[src/rtl/bcd_number_entry.sv]
// rtl/bcd_number_entry.sv - button-driven four-digit BCD entry with serial BCD-to-binary commit
// Optional feature macro: AUTO_REPEAT_EN (hold-to-repeat on the up/down buttons)
module bcd_number_entry #(
    parameter int DEBOUNCE_CYCLES = 250000,
    parameter int REPEAT_CYCLES   = 25000000
) (
    input  logic        Clk,
    input  logic        Reset,
    input  logic        btnU,
    input  logic        btnD,
    input  logic        btnL,
    input  logic        btnR,
    input  logic        btnC,
    output logic [15:0] digits,
    output logic [1:0]  cursor,
    output logic        busy,
    output logic [12:0] number,
    output logic        number_valid,
    output logic        overflow
);
    localparam int NB  = 5;
    localparam int B_R = 0;
    localparam int B_L = 1;
    localparam int B_D = 2;
    localparam int B_U = 3;
    localparam int B_C = 4;
    localparam int DW  = (DEBOUNCE_CYCLES > 1) ? $clog2(DEBOUNCE_CYCLES) : 1;
    localparam logic [DW-1:0] DB_LAST = DW'(DEBOUNCE_CYCLES - 1);

    typedef enum logic [1:0] {EDIT, CONVERT, DONE} state_t;

    logic [NB-1:0] raw;
    logic [NB-1:0] sync1;
    logic [NB-1:0] sync2;
    logic [NB-1:0] level;
    logic [NB-1:0] level_q;
    logic [NB-1:0] armed;
    logic [NB-1:0] edge_pulse;
    logic [NB-1:0] press;
    logic [DW-1:0] db_cnt [NB];
    logic [1:0]    fill;

    state_t        state;
    logic [13:0]   acc;
    logic [1:0]    index;
    logic [3:0]    cur_digit;
    logic [3:0]    conv_digit;
    logic [13:0]   acc_next;

    assign raw = {btnC, btnU, btnD, btnL, btnR};

    // Two-flop synchronizer; fill marks when sync2 carries real button samples after reset
    always_ff @(posedge Clk or posedge Reset) begin
        if (Reset) begin
            sync1 <= '0;
            sync2 <= '0;
            fill  <= '0;
        end else begin
            sync1 <= raw;
            sync2 <= sync1;
            if (fill != 2'd2)
                fill <= fill + 2'd1;
        end
    end

    // Debounce: adopt a new level only after it has differed for DEBOUNCE_CYCLES straight samples.
    // A button is armed once it has been seen released, so one held through reset stays silent.
    always_ff @(posedge Clk or posedge Reset) begin
        if (Reset) begin
            for (int i = 0; i < NB; i++)
                db_cnt[i] <= '0;
            level   <= '0;
            level_q <= '0;
            armed   <= '0;
        end else begin
            level_q <= level;
            for (int i = 0; i < NB; i++) begin
                if (sync2[i] == level[i]) begin
                    db_cnt[i] <= '0;
                end else if (db_cnt[i] == DB_LAST) begin
                    level[i]  <= sync2[i];
                    db_cnt[i] <= '0;
                end else begin
                    db_cnt[i] <= db_cnt[i] + DW'(1);
                end
                if (fill == 2'd2 && !sync2[i] && !level[i])
                    armed[i] <= 1'b1;
            end
        end
    end

    assign edge_pulse = level & ~level_q & armed;

`ifdef AUTO_REPEAT_EN
    localparam int RW = (REPEAT_CYCLES > 1) ? $clog2(REPEAT_CYCLES) : 1;
    localparam logic [RW-1:0] RP_LAST = RW'(REPEAT_CYCLES - 1);

    logic [RW-1:0] rep_cnt [2];
    logic [1:0]    ud_level;
    logic [1:0]    ud_level_q;
    logic [1:0]    ud_armed;
    logic [1:0]    rep_fire;

    assign ud_level   = {level[B_U], level[B_D]};
    assign ud_level_q = {level_q[B_U], level_q[B_D]};
    assign ud_armed   = {armed[B_U], armed[B_D]};

    // Hold-to-repeat timers for up/down; they restart after each release and stay idle while busy
    always_ff @(posedge Clk or posedge Reset) begin
        if (Reset) begin
            rep_cnt[0] <= '0;
            rep_cnt[1] <= '0;
        end else begin
            for (int j = 0; j < 2; j++) begin
                if (!ud_level[j] || !ud_level_q[j] || busy)
                    rep_cnt[j] <= '0;
                else if (rep_cnt[j] == RP_LAST)
                    rep_cnt[j] <= '0;
                else
                    rep_cnt[j] <= rep_cnt[j] + RW'(1);
            end
        end
    end

    // A repeat step fires once the timer has run a full period with the button still held
    always_comb begin
        rep_fire = '0;
        for (int j = 0; j < 2; j++)
            rep_fire[j] = ud_level[j] && ud_level_q[j] && ud_armed[j] && !busy
                          && (rep_cnt[j] == RP_LAST);
    end

    assign press = edge_pulse | {1'b0, rep_fire[1], rep_fire[0], 2'b00};
`else
    assign press = edge_pulse;
`endif

    assign cur_digit  = digits[{cursor, 2'b00} +: 4];
    assign conv_digit = digits[{index, 2'b00} +: 4];
    assign acc_next   = acc * 14'd10 + {10'd0, conv_digit};

    // Edit/convert sequencer; the result registers on the last convert cycle so it shows in DONE
    always_ff @(posedge Clk or posedge Reset) begin
        if (Reset) begin
            state        <= EDIT;
            digits       <= '0;
            cursor       <= '0;
            busy         <= 1'b0;
            number       <= '0;
            number_valid <= 1'b0;
            overflow     <= 1'b0;
            acc          <= '0;
            index        <= '0;
        end else begin
            number_valid <= 1'b0;
            case (state)
                EDIT: begin
                    if (press[B_C]) begin
                        acc   <= '0;
                        index <= 2'd3;
                        busy  <= 1'b1;
                        state <= CONVERT;
                    end else if (press[B_U]) begin
                        digits[{cursor, 2'b00} +: 4] <= (cur_digit == 4'd9) ? 4'd0 : cur_digit + 4'd1;
                    end else if (press[B_D]) begin
                        digits[{cursor, 2'b00} +: 4] <= (cur_digit == 4'd0) ? 4'd9 : cur_digit - 4'd1;
                    end else if (press[B_L]) begin
                        cursor <= cursor + 2'd1;
                    end else if (press[B_R]) begin
                        cursor <= cursor - 2'd1;
                    end
                end
                CONVERT: begin
                    acc   <= acc_next;
                    index <= index - 2'd1;
                    if (index == 2'd0) begin
                        state        <= DONE;
                        number_valid <= 1'b1;
                        if (acc_next > 14'd8191) begin
                            number   <= 13'h1FFF;
                            overflow <= 1'b1;
                        end else begin
                            number   <= acc_next[12:0];
                            overflow <= 1'b0;
                        end
                    end
                end
                DONE: begin
                    busy  <= 1'b0;
                    state <= EDIT;
                end
                default: begin
                    busy  <= 1'b0;
                    state <= EDIT;
                end
            endcase
        end
    end

endmodule

[config.mk]
export PLATFORM = sky130hd
export DESIGN_NAME = bcd_number_entry
export DESIGN_NICKNAME = d
export VERILOG_FILES = /design/src/rtl/bcd_number_entry.sv
export SDC_FILE = /design/constraint.sdc
export NUM_CORES = 1
export LEC_CHECK = 0
export CORE_MARGIN = 2
export CORE_UTILIZATION = 30
export CTS_CLUSTER_SIZE = 8
export DETAILED_ROUTE_END_ITERATION = 7
export DONT_BUFFER_PORTS = 1
export RECOVER_POWER = 25
export SLEW_MARGIN = 20
export SYNTH_ARGS = -nofsm -noshare
export SYNTH_HDL_FRONTEND = slang
export SYNTH_SLANG_ARGS = --single-unit
[constraint.sdc]
create_clock -name Clk -period 12.2 [get_ports Clk]
set_input_delay 2.44 -clock Clk [delete_from_list [all_inputs] [get_ports Clk]]
set_output_delay 2.44 -clock Clk [all_outputs]
set_load 0.02 [all_outputs]
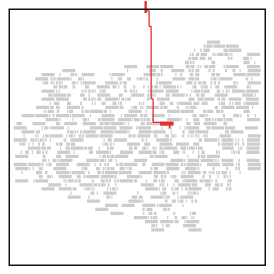
Fig. 1. I/O nets highlighted (run 1).
Scale: 1.5 px per um.
port	colour	bits	direction	edge	end cells	buffers	wire
`busy`	red	1	output	top	1	0	96.8 um

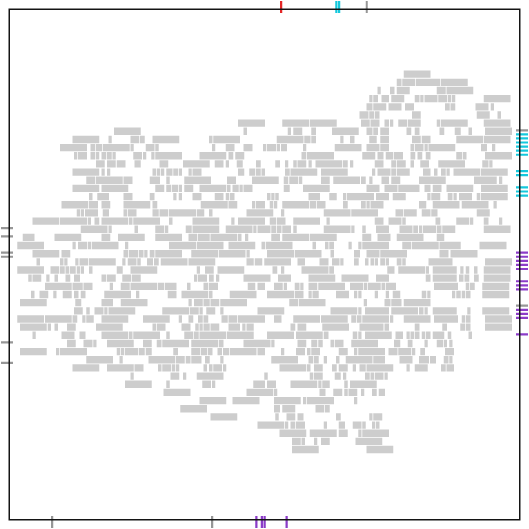
Fig. 2. Pin map (run 1).
Scale: 3 px per um. Pins as bars across the die edge, other pins in grey.
port	colour	pins	direction	edge
`digits`	purple	16	output	12 right, 4 bottom
`number`	cyan	13	output	11 right, 2 top
`busy`	red	1	output	top
all pins by edge	25 right, 6 bottom, 6 left, 4 top

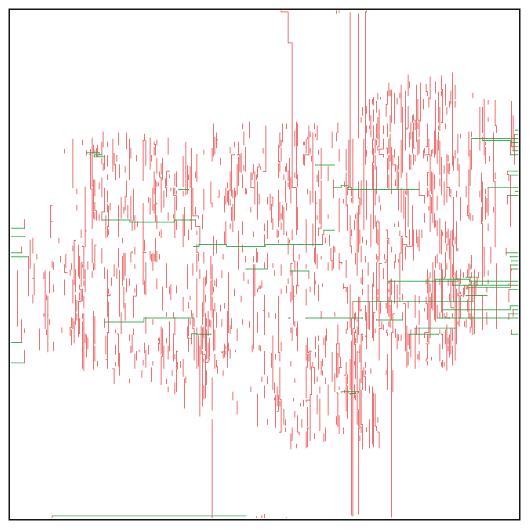
Fig. 3. Signal wires by layer (run 1).
Scale: 3 px per um. Two of the layers only.
layer	colour	wire length
met3	green	599 um
met2	red	6890 um
total wire length: 15.63 mm
via count: 5509
Total GRT Usage: 11.48%
Routed WL per cell: 13.52 um

==> results.sh, run 1 <==
# physical design summary
export IMPL_outcome="finished clean"
export IMPL_tapCellCount=341
export IMPL_worst_pin_slew_ns=1.039
export IMPL_endpoint="cursor[0]"
export IMPL_dieArea_sq_um=28780
export IMPL_rows=60
export IMPL_nets=847
export IMPL_highest_layer="met4"
export IMPL_lay_top_count="dfrtp_1"
export IMPL_powerDensity_nw_per_um2=120.3
export IMPL_fa_ha_area_share_pct=5.959
export IMPL_largest_reg_flops=90
export IMPL_root_buffer="clkbuf_16"
export IMPL_synth_flops=168
export IMPL_register_area_sq_um=4204
export IMPL_cp_data_arrival_time_ns=1.31
export IMPL_cts_tree="done"
export IMPL_post_cts_buffers=0
export IMPL_inverters_excl_clock=23
export IMPL_fillCellCount=2697
export IMPL_buffers_excl_clock=2
export IMPL_ys_cells=798
export IMPL_synth_edff_count=0
export IMPL_grt_use_met2_pct=17.57
export IMPL_comb_cell_share_pct=42.21
export IMPL_largest_class="flip-flops and latches"
export IMPL_gp_congestion=0.7864
export IMPL_max_freq_ghz=0.2665
export IMPL_met1Wirelength_mm=7.990
export IMPL_die_h_um=169.6
export IMPL_postCtsHoldBufs=0
export IMPL_grt_pass1_wl_mm=26.63
export IMPL_final_max_slew_viol_count=0
export IMPL_yosysChipArea_sq_um=8230
export IMPL_seq_cell_count=168
export IMPL_post_dp_hpwl_mm=10.84
export IMPL_htree_levels=4
export IMPL_cts_sinks=168
export IMPL_hp_start="sync1[2]"
export IMPL_setup_violations=0
export IMPL_syn_to_final_growth_pct=11.33
export IMPL_hp_class="flop to flop"
[run 1: synth_stat cells, types with 6 or more instances]
library cell,count,share of area (%)
nand4_1,6,0.46
nor4_1,7,0.53
nor2_1,137,6.2
a21oi_1,26,1.6
mux2_2,6,0.82
nand2_1,72,3.3
o21ai_0,38,2.3
mux4_2,8,2.2
or3_1,10,0.76
and3_1,12,0.91
nor3_1,10,0.61
a21o_1,9,0.82
clkbuf_1,13,0.59
inv_1,23,1.0
ha_1,36,5.5
and4_1,8,0.85
nand3_1,41,2.5
dfrtp_1,168,51
xnor2_1,51,5.4
xor2_1,50,5.3
[run 1: power breakdown]
group          switching [W]  internal (W)
logic              0.0000182    0.00000490
registers         0.00000482      0.000562
clock network       0.000243      0.000269
total               0.000266      0.000836
==> inputs of run 2 (changes only) <==
clock period = 3.5 ns   (was 12.2 ns; I/O delays follow)
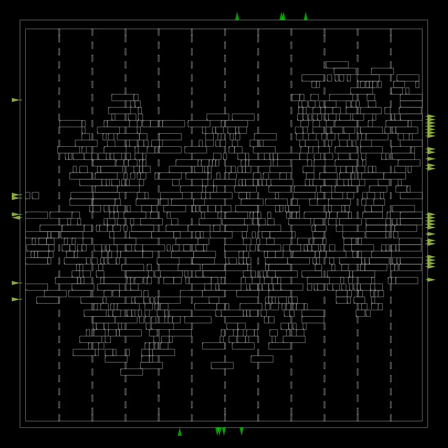
Fig. 4. Placement view (run 2).
Site Rows: 60
flip-flops: 168

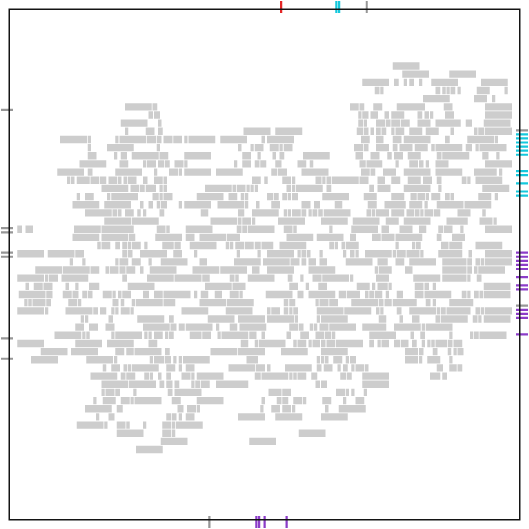
Fig. 5. Pin map (run 2).
Scale: 3 px per um. Pins as bars across the die edge, other pins in grey.
port	colour	pins	direction	edge
`busy`	red	1	output	top
`number`	cyan	13	output	11 right, 2 top
`digits`	purple	16	output	12 right, 4 bottom

==> results.sh, run 2 <==
# physical design summary
export IMPL_hp_start="btnL"
export IMPL_seq_cell_power_w=0.00198
export IMPL_largest_reg_flops=90
export IMPL_yosysChipArea_sq_um=8230
export IMPL_routed_wl_mm=15.66
export IMPL_synth_top_cell_by_area="dfrtp_1"
export IMPL_synth_most_common_cell="dfrtp_1"
export IMPL_final_max_slew_viol_count=169
export IMPL_power_frac_comb_pct=2.1
export IMPL_synth_top_area_share_pct=51.08
export IMPL_inverters_excl_clock=23
export IMPL_largest_class="flip-flops and latches"
export IMPL_p_switching_w=0.0008625
export IMPL_post_cts_buffers=0
export IMPL_grt_use_met2_pct=17.20
export IMPL_seq_power_share_pct=50.8
export IMPL_comb_cell_share_pct=42.11
export IMPL_maxCapViolations=1
export IMPL_fa_ha_area_share_pct=5.959
export IMPL_failed_checks="capacitance limit, slew limit"
export IMPL_nets=855
export IMPL_cts_sinks=168
export IMPL_via_count=5549
export IMPL_cp_data_arrival_time_ns=3.64
export IMPL_p_int_w=0.003032
export IMPL_outcome="finished with violations"
export IMPL_synthTopCellsByCount="dfrtp_1, nor2_1, nand2_1"
export IMPL_gp_congestion=0.7888
export IMPL_htree_levels=4
export IMPL_met1Wirelength_mm=7.815
## run 2: cell count changes in the layout (fill, tap and decap cells not counted), sizes merged
cell and delta:
inv -8, buf +7, clkinv +3, bufinv +2
clkbuf +1, clkinvlp +1, xnor3 +1
## run 2: worst max-delay path by stage
stage | from | endpoint | slack (ns) | depth (start not counted)
after floorplan | acc[1] | number[3] | 0.41 | 11
after global placement | acc[3] | number[7] | 0.06 | 10
after detailed placement | acc[3] | number[7] | -0.02 | 10
after CTS | acc[3] | number[7] | 0.17 | 10
after global routing | acc[3] | number[7] | 0.01 | 10
final | acc[3] | number[8] | 0.20 | 10
No activity file was given, so power comes from the tool's default toggle rates.
